### config.mk
export PLATFORM = sky130hd
export DESIGN_NAME = inst_rom_arb
export DESIGN_NICKNAME = d
export VERILOG_FILES = /design/src/rtl/inst_rom_arb.sv
export SDC_FILE = /design/constraint.sdc
export NUM_CORES = 1
export LEC_CHECK = 0
export CAP_MARGIN = 30
export CORE_MARGIN = 4
export CORE_UTILIZATION = 40
export CTS_BUF_LIST = sky130_fd_sc_hd__clkbuf_2
export DETAILED_ROUTE_END_ITERATION = 12
export HOLD_SLACK_MARGIN = 0.15
export MAX_ROUTING_LAYER = met4
export PLACE_DENSITY = 0.85
export RECOVER_POWER = 25
export SLEW_MARGIN = 20
export SYNTH_ARGS = -nofsm -noshare
export SYNTH_HDL_FRONTEND = slang
export SYNTH_SLANG_ARGS = --single-unit
### constraint.sdc
create_clock -name clk -period 2.03 [get_ports clk]
set_input_delay 0.203 -clock clk [delete_from_list [all_inputs] [get_ports clk]]
set_output_delay 0.203 -clock clk [all_outputs]
set_load 0.02 [all_outputs]
### src/rtl/inst_rom_arb.sv
// inst_rom_arb: two-port arbiter in front of a combinational instruction ROM.
// The fetch port has priority. A debug/loader request that keeps losing to
// fetch is granted once it has lost STARVE_MAX cycles in a row. Each grant
// produces a single-cycle response one clock later, steered to the owner
// that was recorded at the grant edge. Misaligned addresses never enable the
// ROM; they return an error with zero data.
module inst_rom_arb #(
  parameter int STARVE_MAX = 4
) (
  input  logic        clk,
  input  logic        rst,

  // Fetch port
  input  logic        f_req,
  input  logic [31:0] f_addr,
  output logic        f_gnt,
  output logic        f_rvalid,
  output logic        f_err,
  output logic [31:0] f_rdata,

  // Debug / loader port
  input  logic        d_req,
  input  logic [31:0] d_addr,
  output logic        d_gnt,
  output logic        d_rvalid,
  output logic        d_err,
  output logic [31:0] d_rdata,

  // Instruction ROM
  output logic        rom_ce,
  output logic [31:0] rom_addr,
  input  logic [31:0] rom_inst
);

  // Enough bits to hold 0..STARVE_MAX; at least one bit so the counter exists.
  localparam int CNT_W = (STARVE_MAX < 1) ? 1 : $clog2(STARVE_MAX + 1);
  localparam logic [CNT_W-1:0] CNT_MAX = CNT_W'(STARVE_MAX);

  // Owner identity of the response in flight.
  localparam logic OWNER_F = 1'b0;
  localparam logic OWNER_D = 1'b1;

  logic [CNT_W-1:0] starve_cnt;
  logic             starve_hit;
  logic             gnt_any;
  logic [31:0]      gnt_addr;
  logic             gnt_aligned;
  logic [31:0]      rom_word;

  logic             resp_valid;
  logic             resp_owner;

  // Debug is overdue once it is pending and has already lost STARVE_MAX times.
  assign starve_hit = d_req && (starve_cnt == CNT_MAX);

  // Fetch wins unless debug is overdue; debug takes any cycle fetch is idle.
  assign f_gnt   = f_req && !starve_hit;
  assign d_gnt   = d_req && (!f_req || starve_hit);
  assign gnt_any = f_gnt || d_gnt;

  // Select the granted address and decide whether the ROM may be enabled.
  // NOTE: every always_comb output gets a default first, so no path can leave
  // a variable unassigned and infer a latch.
  always_comb begin
    gnt_addr = 32'h0;
    if (f_gnt) begin
      gnt_addr = f_addr;
    end else if (d_gnt) begin
      gnt_addr = d_addr;
    end
  end

  assign gnt_aligned = (gnt_addr[1:0] == 2'b00);
  assign rom_ce      = gnt_any && gnt_aligned;
  assign rom_addr    = rom_ce ? gnt_addr : 32'h0;

  // A misaligned grant returns zero data instead of whatever the ROM shows.
  assign rom_word = rom_ce ? rom_inst : 32'h0;

  // Count consecutive losses of a pending debug request; saturate at the limit.
  // NOTE: sequential state is updated with non-blocking assignments so every
  // flop samples pre-edge values regardless of block ordering.
  always_ff @(posedge clk or negedge rst) begin
    if (!rst) begin
      starve_cnt <= '0;
    end else if (!d_req || d_gnt) begin
      starve_cnt <= '0;
    end else if (starve_cnt != CNT_MAX) begin
      starve_cnt <= starve_cnt + 1'b1;
    end
  end

  // Record whether a response is due next cycle and which port owns it.
  always_ff @(posedge clk or negedge rst) begin
    if (!rst) begin
      resp_valid <= 1'b0;
      resp_owner <= OWNER_F;
    end else begin
      resp_valid <= gnt_any;
      if (gnt_any) begin
        resp_owner <= d_gnt ? OWNER_D : OWNER_F;
      end
    end
  end

  // Fetch response payload: loaded only on a fetch grant, held otherwise.
  always_ff @(posedge clk or negedge rst) begin
    if (!rst) begin
      f_rdata <= 32'h0;
      f_err   <= 1'b0;
    end else if (f_gnt) begin
      f_rdata <= rom_word;
      f_err   <= !gnt_aligned;
    end
  end

  // Debug response payload: loaded only on a debug grant, held otherwise.
  always_ff @(posedge clk or negedge rst) begin
    if (!rst) begin
      d_rdata <= 32'h0;
      d_err   <= 1'b0;
    end else if (d_gnt) begin
      d_rdata <= rom_word;
      d_err   <= !gnt_aligned;
    end
  end

  // Steer the single response strobe to the registered owner.
  assign f_rvalid = resp_valid && (resp_owner == OWNER_F);
  assign d_rvalid = resp_valid && (resp_owner == OWNER_D);

endmodule
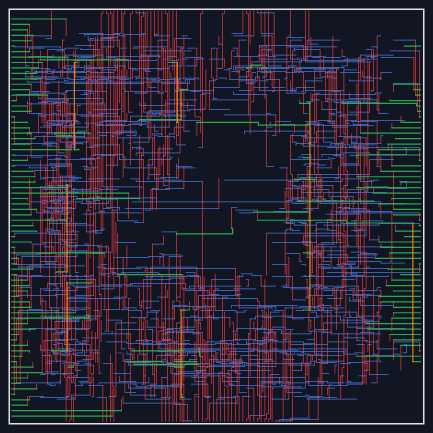
Fig. 1. Routed metal, one colour a layer.
(4 px per um)
legend:
  metal 3:
    colour: green
    wire_length: 1140 um
  metal 2:
    colour: red
    wire_length: 6250 um
  metal 1:
    colour: blue
    wire_length: 5070 um
  metal 4:
    colour: orange
    wire_length: 191 um
total routing resource utilization after global routing: 23.29%
via count of the routed design: 3754
wire per inst: 18.76 um

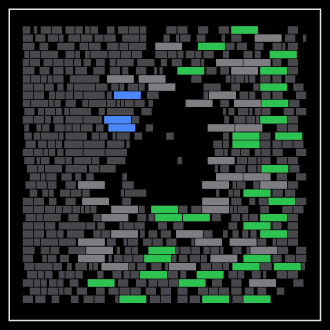
Fig. 2. Sequential cells coloured by netlist name.
(3 px per um) Other sequential cells in the stronger grey, the rest of the logic in the fainter grey.
legend:
  f_rdata:
    colour: green
    sequential_cells: 32
  starve_cnt:
    colour: blue
    sequential_cells: 3
area used by sequential logic in the layout: 1777 sq um
flop share of the area: 28.12%
post-route core utilization: 72.10%
sequential logic power: 1.56 mW

==> run notes <==
Item: results of the latest flow run.

- The flow ran to the end, but the final reports show violations.
- The checks that failed: capacitance limit, slew limit, setup timing.
- On the critical path, the stage with the largest delay is an instance of sky130_fd_sc_hd__dfrtp_1.
- Grouping stages by cell kind, the critical path spends the most delay in AND-OR/OR-AND gates.
- After synthesis the netlist holds a flip-flop and latch count of 71.
- The number of setup violations in the final report is 32.
- The cell at the root of the clock tree is sky130_fd_sc_hd__clkbuf_2.
- The worst slack at placement is -0.2770 ns.
- Nets still carrying antenna violations after routing amount to 0.
- Of the post-synthesis cell area, the dominant cell type holds 48.98%.
- The cell area that synthesis handed to floorplanning was 3627 sq um.
- The total of fill cells in the finished design is 612.
- The largest stage delay on the critical path is 0.42 ns.
- The final max-slew violation count recorded for this run is 30.
- The detailed router used layers up to and including met4.
- The area of the core is 8763 sq um.
- The total clock sinks is 71.
- The leading register cell type out of synthesis is sky130_fd_sc_hd__dfrtp_1.
- The worst setup path is captured at an output port.
- Setup slack on the critical path of the routed design comes to -0.2272 ns.
- The most frequent logic cell in the layout is sky130_fd_sc_hd__clkdlybuf4s50_1.
- In this run the worst path has a maximum fanout of 20.
- The post-route DRC violation count is 0.
- The power density over the cells is 543.6 nW/um^2.
- The combined buffer and inverter count along the critical path is 3.
- The fraction of power consumed by combinational cells is 30.8%.
- Per the run summary, max-cap violations total 1.
- The vertical extent of the die is 103.2 um.
- The detailed-router iteration count before antenna repair is 4.
- Of the total synthesized cell area, the portion taken by full adders, half adders and majority gates is 0.6899%.
- The clock tree from TritonCTS is built.
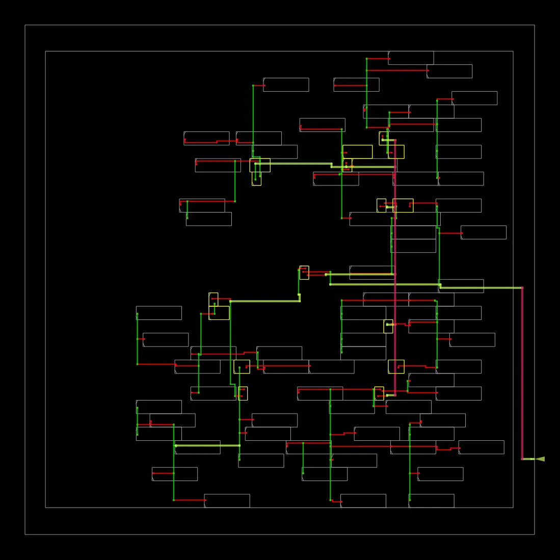
Fig. 3. Clock wiring as the flow saved it.
layout clock buffer count: 9
number of clock buffers inserted by TritonCTS: 9

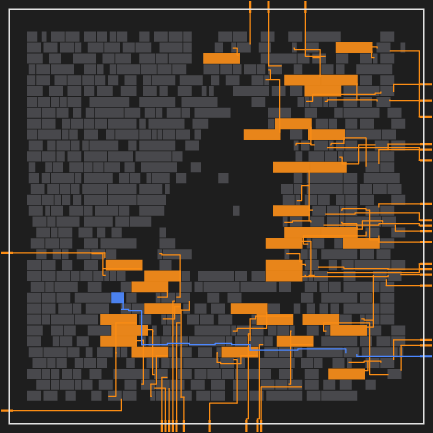
Fig. 4. I/O nets highlighted.
(4 px per um)
legend:
  d_rdata:
    colour: orange
    bits: 32
    direction: output
    end_cells: 32
    buffers: 32
    wire: 1050 um
  d_gnt:
    colour: blue
    bits: 1
    direction: output
    end_cells: 1
    buffers: 1
    wire: 88.1 um

metrics by stage:
step           instance area (sq um)  power [mW]  setup TNS, ns  hold WS (ns)  std cells
2_1_floorplan                   3631       2.008              0      -0.09259        361
3_3_place_gp                    5807       2.554         -6.025        0.2628        651
3_5_place_dp                    5807       2.574         -7.147        0.2752        651
4_1_cts                         6081       3.423         -7.153        0.1611        673
5_1_grt                         6319       3.592         -15.71        0.1761        675
6_report                        6319       3.435         -5.314        0.2237        675
final timing paths:
path,from,endpoint,slack [ns],cells past startpoint
worst min register to register,d_err$_DFFE_PN0N_,d_err$_DFFE_PN0N_,0.53,1
worst max-delay path,starve_cnt[1]$_DFFE_PN0P_,rom_addr[11],-0.23,7
min in group asynchronous,rst,d_rdata[27]$_DFFE_PN0N_,0.51,2
worst max register to register,starve_cnt[1]$_DFFE_PN0P_,d_rdata[31]$_DFFE_PN0N_,0.20,8
max in group asynchronous,rst,f_rdata[18]$_DFFE_PN0P_,0.16,3
worst min-delay path,rom_inst[27],d_rdata[27]$_DFFE_PN0N_,0.22,3
flip-flops by register name, indices dropped and copies added, names as in the netlist:
register	flops
f_rdata	32
starve_cnt	3
d_rdata	32
f_err	1
d_err	1
resp_owner	1
resp_valid	1
layout make-up:
| type | count | share of cell area, % |
|---|---|---|
| Timing Repair Buffer | 233 | 37.33 |
| Multi-Input combinational cell | 212 | 28.34 |
| Sequential cell | 71 | 28.12 |
| Inverter | 35 | 2.158 |
| Tap cell | 108 | 2.139 |
| Clock inverter | 7 | 1.208 |
| Clock buffer | 9 | 0.7129 |
timing repair:
item | CTS | global route
endpoints found under the hold margin | 49 | 0
endpoints found under the setup margin | 33 | 33
setup buffers | 2 | 2
pin swaps | 10 | 14
cloned | 3 | 1
hold buffers | 1 | 0
gates resized | 191 | 53
No activity file was given, so power comes from the tool's default toggle rates.
